<file path="config.mk">
export PLATFORM = sky130hd
export DESIGN_NAME = cpu_datapath_gen
export DESIGN_NICKNAME = d
export VERILOG_FILES = /design/src/rtl/cpu_datapath_gen.sv
export SDC_FILE = /design/constraint.sdc
export NUM_CORES = 1
export LEC_CHECK = 0
export CORE_MARGIN = 2
export CORE_UTILIZATION = 60
export DETAILED_ROUTE_END_ITERATION = 16
export GPL_TIMING_DRIVEN = 1
export PLACE_DENSITY_LB_ADDON = 0.05
export SLEW_MARGIN = 20
export SYNTH_ARGS = -nofsm -noshare
export SYNTH_HDL_FRONTEND = slang
export SYNTH_SLANG_ARGS = --single-unit
</file>
<file path="constraint.sdc">
create_clock -name clk -period 8.2 [get_ports clk]
set_input_delay 0.82 -clock clk [delete_from_list [all_inputs] [get_ports clk]]
set_output_delay 0.82 -clock clk [all_outputs]
set_load 0.01 [all_outputs]
</file>
<file path="src/rtl/cpu_datapath_gen.sv">
// cpu_datapath_gen: parametrised CPU datapath with AR, PC, DR, TR, IR, an
// NREG-entry register file, AC, ALU and flags on one muxed internal bus.
// Memory is reached through a req/ack port with stall and timeout.
//
// Optional feature: define FLAGS_EXT_EN to add the cout and nout flag outputs.
// AW must equal 2*DW so that {DR,TR} fills the bus.
//
// Memory handshake: the control unit raises mem_rd or mem_wr while the FSM is
// IDLE. The request is accepted on that edge, and address/data/we are latched.
// mem_req then stays high until the edge on which mem_ack=1 is seen, or until
// TMO_CYC BUSY cycles pass without an ack. stall tells the control unit to
// hold. It is high in the request cycle and in every BUSY cycle that has
// neither ack nor timeout. While stall is high, all ld[] strobes are masked.
module cpu_datapath_gen #(
    parameter int DW      = 8,
    parameter int AW      = 16,
    parameter int NREG    = 4,
    parameter int TMO_CYC = 15
) (
    input  logic                    clk,
    input  logic                    rst,
    input  logic                    clr,
    input  logic [9:0]              ld,
    input  logic [2:0]              bus_sel,
    input  logic [$clog2(NREG)-1:0] rsel,
    input  logic [3:0]              alus,
    input  logic                    mem_rd,
    input  logic                    mem_wr,
    input  logic                    mem_ack,
    input  logic [DW-1:0]           data_in,
    output logic                    mem_req,
    output logic                    mem_we,
    output logic [AW-1:0]           addr,
    output logic [DW-1:0]           data_out,
    output logic                    stall,
    output logic                    bus_err,
    output logic [DW-1:0]           irout,
    output logic [DW-1:0]           acdbus,
    output logic                    zout,
`ifdef FLAGS_EXT_EN
    output logic                    cout,
    output logic                    nout,
`endif
    output logic                    mem_state_dbg
);

    localparam int TCW = $clog2(TMO_CYC + 1);

    typedef enum logic {IDLE = 1'b0, BUSY = 1'b1} mem_state_t;

    mem_state_t         state_q;
    logic [TCW-1:0]     tmo_q;
    logic [AW-1:0]      ar_q, pc_q;
    logic [DW-1:0]      dr_q, tr_q, ir_q, ac_q;
    logic [DW-1:0]      rf_q [NREG];
    logic               z_q;
    logic [AW-1:0]      bus;
    logic [DW-1:0]      bus_lo;
    logic [DW-1:0]      alu_res;
    logic [9:0]         ld_ok;
    logic               rsel_ok;
    logic               busy;
    logic               timeout;
    logic               rd_done;

    assign busy    = (state_q == BUSY);
    assign timeout = busy && !mem_ack && (tmo_q == TCW'(TMO_CYC - 1));
    assign stall   = (!busy && (mem_rd || mem_wr)) || (busy && !mem_ack && !timeout);
    assign ld_ok   = stall ? 10'd0 : ld;
    assign rd_done = busy && mem_ack && !mem_we;
    assign rsel_ok = (int'(rsel) < NREG);
    assign bus_lo  = bus[DW-1:0];

    assign addr          = ar_q;
    assign irout         = ir_q;
    assign acdbus        = ac_q;
    assign zout          = z_q;
    assign mem_state_dbg = state_q;

    // Internal bus source mux; sel 3 concatenates DR:TR for address formation.
    always_comb begin
        bus = '0;
        case (bus_sel)
            3'd1: bus = pc_q;
            3'd2: bus = {{(AW-DW){1'b0}}, dr_q};
            3'd3: bus = {dr_q, tr_q};
            3'd4: bus = {{(AW-DW){1'b0}}, tr_q};
            3'd5: bus = rsel_ok ? {{(AW-DW){1'b0}}, rf_q[rsel]} : '0;
            3'd6: bus = {{(AW-DW){1'b0}}, ac_q};
            default: bus = '0;
        endcase
    end

    // ALU result, DW bits wide, wrapping modulo 2^DW.
    always_comb begin
        alu_res = ac_q;
        case (alus)
            4'd0:  alu_res = bus_lo;
            4'd1:  alu_res = ac_q + bus_lo;
            4'd2:  alu_res = ac_q - bus_lo;
            4'd3:  alu_res = ac_q & bus_lo;
            4'd4:  alu_res = ac_q | bus_lo;
            4'd5:  alu_res = ac_q ^ bus_lo;
            4'd6:  alu_res = ~ac_q;
            4'd7:  alu_res = ac_q + DW'(1);
            4'd8:  alu_res = ac_q - DW'(1);
            4'd9:  alu_res = '0;
            4'd10: alu_res = ac_q << 1;
            4'd11: alu_res = ac_q >> 1;
            default: alu_res = ac_q;
        endcase
    end

`ifdef FLAGS_EXT_EN
    logic alu_c;
    logic c_q, n_q;

    assign cout = c_q;
    assign nout = n_q;

    // Carry / no-borrow / shifted-out bit for the extended flags.
    always_comb begin
        alu_c = 1'b0;
        case (alus)
            4'd1:  alu_c = 1'((({1'b0, ac_q} + {1'b0, bus_lo}) >> DW));
            4'd2:  alu_c = 1'((({1'b0, ac_q} + {1'b0, ~bus_lo} + (DW+1)'(1)) >> DW));
            4'd7:  alu_c = &ac_q;
            4'd8:  alu_c = |ac_q;
            4'd10: alu_c = ac_q[DW-1];
            4'd11: alu_c = ac_q[0];
            default: alu_c = 1'b0;
        endcase
    end

    // Extended flag registers, loaded together with Z.
    always_ff @(posedge clk or negedge rst) begin
        if (!rst) begin
            c_q <= 1'b0;
            n_q <= 1'b0;
        end else if (clr) begin
            c_q <= 1'b0;
            n_q <= 1'b0;
        end else if (ld_ok[9]) begin
            c_q <= alu_c;
            n_q <= alu_res[DW-1];
        end
    end
`endif

    // Memory FSM: accepts a request in IDLE and waits for ack or timeout in BUSY.
    always_ff @(posedge clk or negedge rst) begin
        if (!rst) begin
            state_q  <= IDLE;
            tmo_q    <= '0;
            mem_req  <= 1'b0;
            mem_we   <= 1'b0;
            data_out <= '0;
            bus_err  <= 1'b0;
        end else if (clr) begin
            state_q  <= IDLE;
            tmo_q    <= '0;
            mem_req  <= 1'b0;
            mem_we   <= 1'b0;
            data_out <= '0;
            bus_err  <= 1'b0;
        end else begin
            case (state_q)
                IDLE: begin
                    if (mem_rd || mem_wr) begin
                        state_q  <= BUSY;
                        tmo_q    <= '0;
                        mem_req  <= 1'b1;
                        mem_we   <= !mem_rd;
                        data_out <= bus_lo;
                    end
                end
                BUSY: begin
                    if (mem_ack) begin
                        state_q <= IDLE;
                        mem_req <= 1'b0;
                        mem_we  <= 1'b0;
                    end else if (timeout) begin
                        state_q <= IDLE;
                        mem_req <= 1'b0;
                        mem_we  <= 1'b0;
                        bus_err <= 1'b1;
                    end else begin
                        tmo_q <= tmo_q + TCW'(1);
                    end
                end
                default: state_q <= IDLE;
            endcase
        end
    end

    // Datapath registers; a read ack takes priority over a bus load of DR.
    always_ff @(posedge clk or negedge rst) begin
        if (!rst) begin
            ar_q <= '0;
            pc_q <= '0;
            dr_q <= '0;
            tr_q <= '0;
            ir_q <= '0;
            ac_q <= '0;
            z_q  <= 1'b0;
            for (int i = 0; i < NREG; i++) rf_q[i] <= '0;
        end else if (clr) begin
            ar_q <= '0;
            pc_q <= '0;
            dr_q <= '0;
            tr_q <= '0;
            ir_q <= '0;
            ac_q <= '0;
            z_q  <= 1'b0;
            for (int i = 0; i < NREG; i++) rf_q[i] <= '0;
        end else begin
            if (ld_ok[0])      ar_q <= bus;
            else if (ld_ok[1]) ar_q <= ar_q + AW'(1);
            if (ld_ok[2])      pc_q <= bus;
            else if (ld_ok[3]) pc_q <= pc_q + AW'(1);
            if (rd_done)       dr_q <= data_in;
            else if (ld_ok[4]) dr_q <= bus_lo;
            if (ld_ok[5])      tr_q <= dr_q;
            if (ld_ok[6])      ir_q <= dr_q;
            if (ld_ok[7] && rsel_ok) rf_q[rsel] <= bus_lo;
            if (ld_ok[8])      ac_q <= alu_res;
            if (ld_ok[9])      z_q  <= (alu_res == '0);
        end
    end

endmodule

</file>
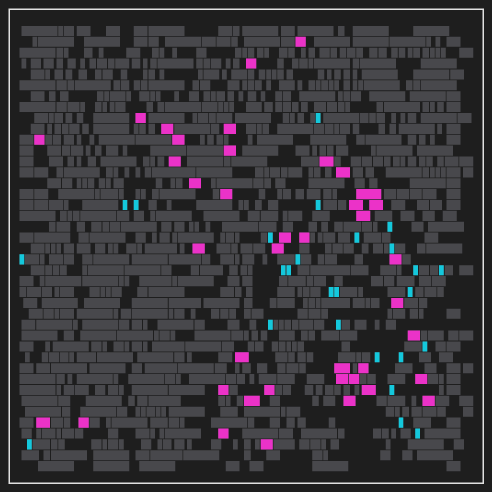
run_1/logic_types.png
Scale: 4 px per um.
Key: AND-OR and OR-AND gates = magenta [cells 40]; inverters = cyan [cells 26]
Commonest Layout Cell: nor2_1
fin cells: 1,139

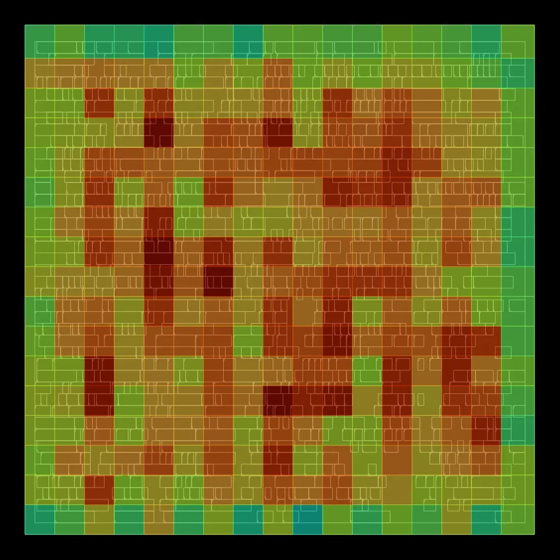
run_1/congestion.png
Total GRT Usage: 0.352
GR Util met1: 0.500
M2 GR Usage: 0.535
WL/cell: 20.9 um
Core Util, Final: 0.720

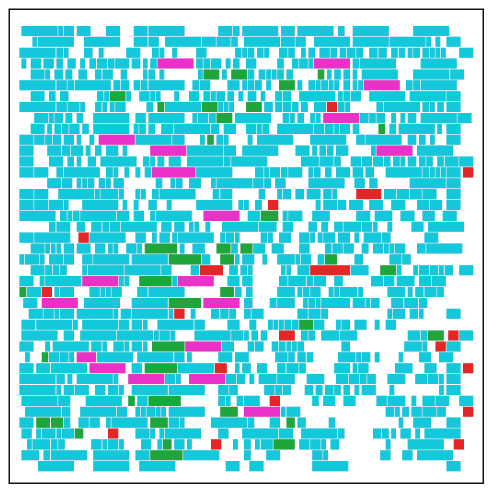
run_1/sizes.png
Scale: 4 px per um.
Key: _2 cells = green [cells 39, most used mux2_2]; _0 and _1 cells = cyan [cells 890, most used nor2_1]; _6 and larger = magenta [cells 19, most used clkbuf_16]; _3 and _4 cells = red [cells 19, most used buf_4]
Final WS setup: 2.15 ns
post-route cell area: 0.00912 mm^2
Syn-to-layout area delta: 16.7%
Non-clk bufs: 88

==> flow_summary.json, run 1 <==
{
  "crit_end": "acdbus[7]$_DFFE_PN0P_",
  "cts-root-buf": "clkbuf_16",
  "yosys.area_share.xor_xnor": 0.0123,
  "io_buffers": 78,
  "skew_ns": 0.00599,
  "async_flop_share": 1.00,
  "p_total_w": 0.00169,
  "worst_slew_pin_slew_ns": 0.992,
  "synth_nets": 978,
  "finalHoldViolCount": 0,
  "worstSetupEndpointType": "register",
  "warnings": 35,
  "power_density_mw_per_mm2": 185,
  "drtIter0Drc": 897,
  "max_cap_viol_count": 0,
  "enable_flop_cells": 0,
  "crit_required_ns": 8.50,
  "cts_max_level": 4,
  "die_h_um": 118,
  "flop-count": 113,
  "p_switching_w": 0.000526,
  "vdd_drop_max_v": 0.000189,
  "synth.most_common_cell": "nor2_1",
  "ios": 79,
  "aoi_share": 0.263,
  "logic_area_mm2": 0.00459,
  "num-nonclk-inverters": 26,
  "drtAntennaViolNets": 0,
  "area_leaders": "dfrtp_1 36%, nor2_1 5.7%, a211oi_1 5.1%, ha_1 4.5%, a21oi_1 4.1%",
  "fa_ha_area_frac": 0.0474,
  "first_pass_iters": 5,
  "routed.top_layer": "met4",
  "drive_gt1_frac": 0.0796,
  "viasPerCell": 6.65,
  "initCoreUtil": 0.617,
  "dpl_cell_area_mm2": 0.00858,
  "syn-mean-instance-area_um2": 8.53,
  "clock_latency_ns": 0.41,
  "ys_sh_simple": 0.208,
  "slowest_stage": "clkdlybuf4s50_1",
  "synth_cells": 916,
  "ys_seq_frac": 0.362,
  "power_leakage_nw": 3.73,
  "placed_cells_incl_taps": 1108,
  "drc": 0,
  "rrSetupSlack_ns": 3.21,
  "worstReg2RegEnd": "acdbus[7]$_DFFE_PN0P_",
  "setup_tns_ns": 0,
  "num-multi-input-gates": 709,
  "top_logic_kind": "AND-OR/OR-AND gates",
  "top_area_frac": 0.362,
  "n_clock_buffer": 20,
  "grt_pass1_vias": 7257,
  "core_area_mm2": 0.0127,
  "crit_cells": 18,
  "ys_sh_mux": 0.0565,
  "whs_ns": 0.385,
  "rr_worst_depth": 17,
  "cp-start-kind": "primary input",
  "grt_max_degree": 76,
  "p_clk_frac": 0.402,
  "fmax_mhz": 165,
  "sw_frac_of_total": 0.312,
  "ys_warn_count": 0,
  "mostFrequentLayoutCells": "118 x nor2_1, 113 x dfrtp_1, 79 x nand2_1",
  "tap_cells": 172,
  "cts_resized": 0,
  "grt_first_pass_wirelength_mm": 39.0,
  "numSynthFlops": 113,
  "cpPeakStageDelay_ns": 0.91,
  "crit_fanout": 13,
  "rsz0062_at_grt": "false",
  "p_int_w": 0.00116,
  "yosys_cells": 916,
  "grt-ovfl-total": 0,
  "cts_buffers": 17,
  "rows": 41,
  "fillers": 975,
  "chipArea_mm2": 0.0140,
  "seq_share": 0.310,
  "status": "complete, no violations",
  "common_cells": "119 x nor2_1, 113 x dfrtp_1, 79 x nand2_1",
  "use_met3": 0.0712,
  "power_frac_comb": 0.229,
  "drv_slew": 0,
  "cts_setup_buffers": 0,
  "clock-sinks": 113,
  "gp_congestion": 1.02
}
[run 1: flip-flops by register name, indices dropped and copies added, names as in the netlist, 4 cells and up]
signal    cells
rf_q         32
tr_q          8
tmo_q         4
addr         16
pc_q         16
dr_q          8
acdbus        8
data_out      8
irout         8
[run 1: power groups by stage]
stage / Combinational (W) / Sequential [W] / Clock, W
after global routing: 0.000423 / 0.000624 / 0.000709
after CTS: 0.000380 / 0.000620 / 0.000681
after floorplan: 0.000256 / 0.000622 / 0
after detailed placement: 0.000377 / 0.000629 / 0
final: 0.000386 / 0.000621 / 0.000678
after global placement: 0.000369 / 0.000628 / 0
==> run 2, diff against run 1 <==
CORE_UTILIZATION = 53   (was 60)
clock period = 5.27 ns   (was 8.2 ns; I/O delays follow)
==> run 2 against run 1 <==
  * Sequential share of layout area shrank 0.78 points
  * Hold slack worse by 0.25 ns
  * Power is 67% higher
  * Clock power is 83% higher
==> flow_summary.json, run 2 <==
{
  "p_clk_frac": 0.439,
  "setup_tns_ns": 0,
  "pg_clk_w": 0.00124,
  "cp-start-kind": "primary input",
  "fillers": 1196,
  "placed_cells_incl_taps": 1135,
  "p_comb_w": 0.000613,
  "p_int_w": 0.00198,
  "async_flop_share": 1.00,
  "sw_frac_of_total": 0.298,
  "viasPerCell": 6.51,
  "num-multi-input-gates": 709,
  "mostFrequentLayoutCells": "119 x nor2_1, 113 x dfrtp_1, 79 x nand2_1",
  "drive_gt1_frac": 0.0946,
  "setup_ws_ns": 0.600,
  "worst_slew_pin_slew_ns": 1.09,
  "cts_max_level": 4,
  "max_cap_viol_count": 0,
  "io_buffers": 78,
  "area_leaders": "dfrtp_1 36%, nor2_1 5.7%, a211oi_1 5.1%, ha_1 4.5%, a21oi_1 4.1%",
  "grt_max_degree": 80,
  "finalSetupViolCount": 0,
  "slowest_stage": "clkdlybuf4s50_1",
  "cts_resized": 0,
  "cpPeakStageDelay_ns": 0.70,
  "crit_required_ns": 5.60,
  "n_all_buffers": 103,
  "layout.nets": 1032,
  "fin_util": 0.646,
  "logic_area_mm2": 0.00459,
  "tap_cells": 184,
  "enable_flop_cells": 0,
  "numSynthFlops": 113,
  "core_area_mm2": 0.0145,
  "ys_seq_frac": 0.362,
  "drtIter0Drc": 836,
  "ios": 79,
  "top_register": "rf_q",
  "crit_fanout": 12,
  "rows": 44,
  "drtAntennaViolNets": 0,
  "initCoreUtil": 0.540,
  "wl_per_cell_um": 21.4,
  "cts-root-buf": "clkbuf_16",
  "ys_warn_count": 0,
  "syn-mean-instance-area_um2": 8.53,
  "synth_cells": 916,
  "n_clock_buffer": 20,
  "largest_register_ffs": 32,
  "power_leader": "clock",
  "clock-sinks": 113,
  "p_switching_w": 0.000841,
  "die_h_um": 125,
  "chipArea_mm2": 0.0157,
  "drc": 0,
  "num-nonclk-inverters": 26,
  "whs_ns": 0.139,
  "synth_nets": 978,
  "vdd_drop_max_v": 0.000314,
  "worstReg2RegEnd": "zout$_DFFE_PN0P_",
  "skew_ns": 0.00962,
  "warnings": 35,
  "layout_top_cell": "nor2_1",
  "areaGrowthSynthToFinish_pct": 19.7,
  "yosysChipArea_mm2": 0.00781,
  "worstSetupEndpointType": "register",
  "finalHoldViolCount": 0,
  "crit_type": "in -> reg",
  "synth.most_common_cell": "nor2_1",
  "dpl_cell_area_mm2": 0.00872,
  "critical_path.startpoint": "bus_sel[0]",
  "power_frac_comb": 0.218,
  "common_cells": "119 x nor2_1, 113 x dfrtp_1, 79 x nand2_1",
  "top_area_frac": 0.362,
  "yosys_cells": 916,
  "grt_first_pass_wirelength_mm": 40.1,
  "final_cells": 1167,
  "flop-count": 113,
  "seq_share": 0.302,
  "p_seq_w": 0.000969,
  "cts_buffers": 17,
  "cts_setup_buffers": 0,
  "drv_slew": 0,
  "first_pass_iters": 6,
  "status": "complete, no violations",
  "grt-ovfl-total": 0,
  "power_density_mw_per_mm2": 301,
  "clock_latency_ns": 0.42,
  "rsz0062_at_grt": "false",
  "crit_cells": 18,
  "fmax_mhz": 214,
  "crit_end": "zout$_DFFE_PN0P_",
  "rr_worst_depth": 17,
  "gp_congestion": 1.05,
  "power_leakage_nw": 3.84,
  "design_area_mm2": 0.00935,
  "p_total_w": 0.00282,
  "grt_pass1_vias": 7316,
  "rrSetupSlack_ns": 0.94,
  "grtUsageTotal": 0.323
}
==> run 2: cell counts after synthesis <==
No cell type changed its count.
==> run 2: layer usage <==
layer | wire [um] | part of all wire | up-vias | GRT usage
li1 | - | - | 3487 | -
met1 | 10600 | 0.43 | 3644 | 0.443
met2 | 11200 | 0.45 | 396 | 0.501
met3 | 2380 | 0.095 | 74 | 0.0762
met4 | 769 | 0.031 | 0 | 0.122
met5 | 0 | 0 | - | 0
==> run 2: cells by family after synthesis <==
group,count (synthesis),synth area share
muxes,33,0.0565
AOI/OAI and AO/OA,301,0.263
adders and majority gates,29,0.0474
xor gates and xnor gates,11,0.0123
DFF,113,0.362
and+or+nand+nor,335,0.208
buffers and inverters,94,0.0508
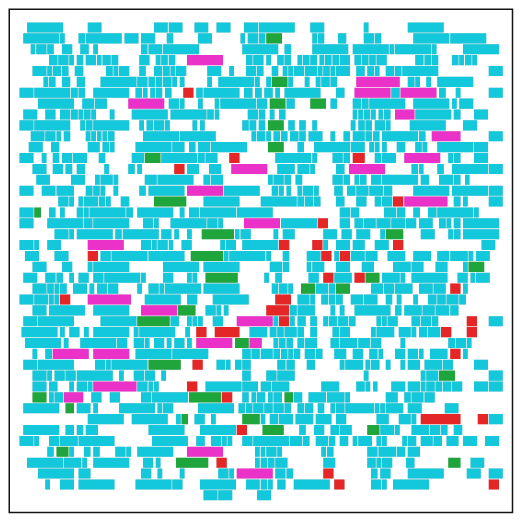
run_2/sizes.png
Scale: 4 px per um.
Key: _3 and _4 cells = red [cells 35, most used buf_4]; _0 and _1 cells = cyan [cells 890, most used nor2_1]; _6 and larger = magenta [cells 25, most used clkbuf_16]; _2 cells = green [cells 33, most used mux2_2]

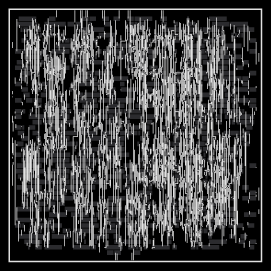
run_2/layer_met2.png
Scale: 2 px per um. Cells faint in the background.
The wires run mostly vertical. 845 nets have wire on it. The longest straight run is 46.9 um. The layer carries 11,200 um of wire.

No activity file was given, so power comes from the tool's default toggle rates.
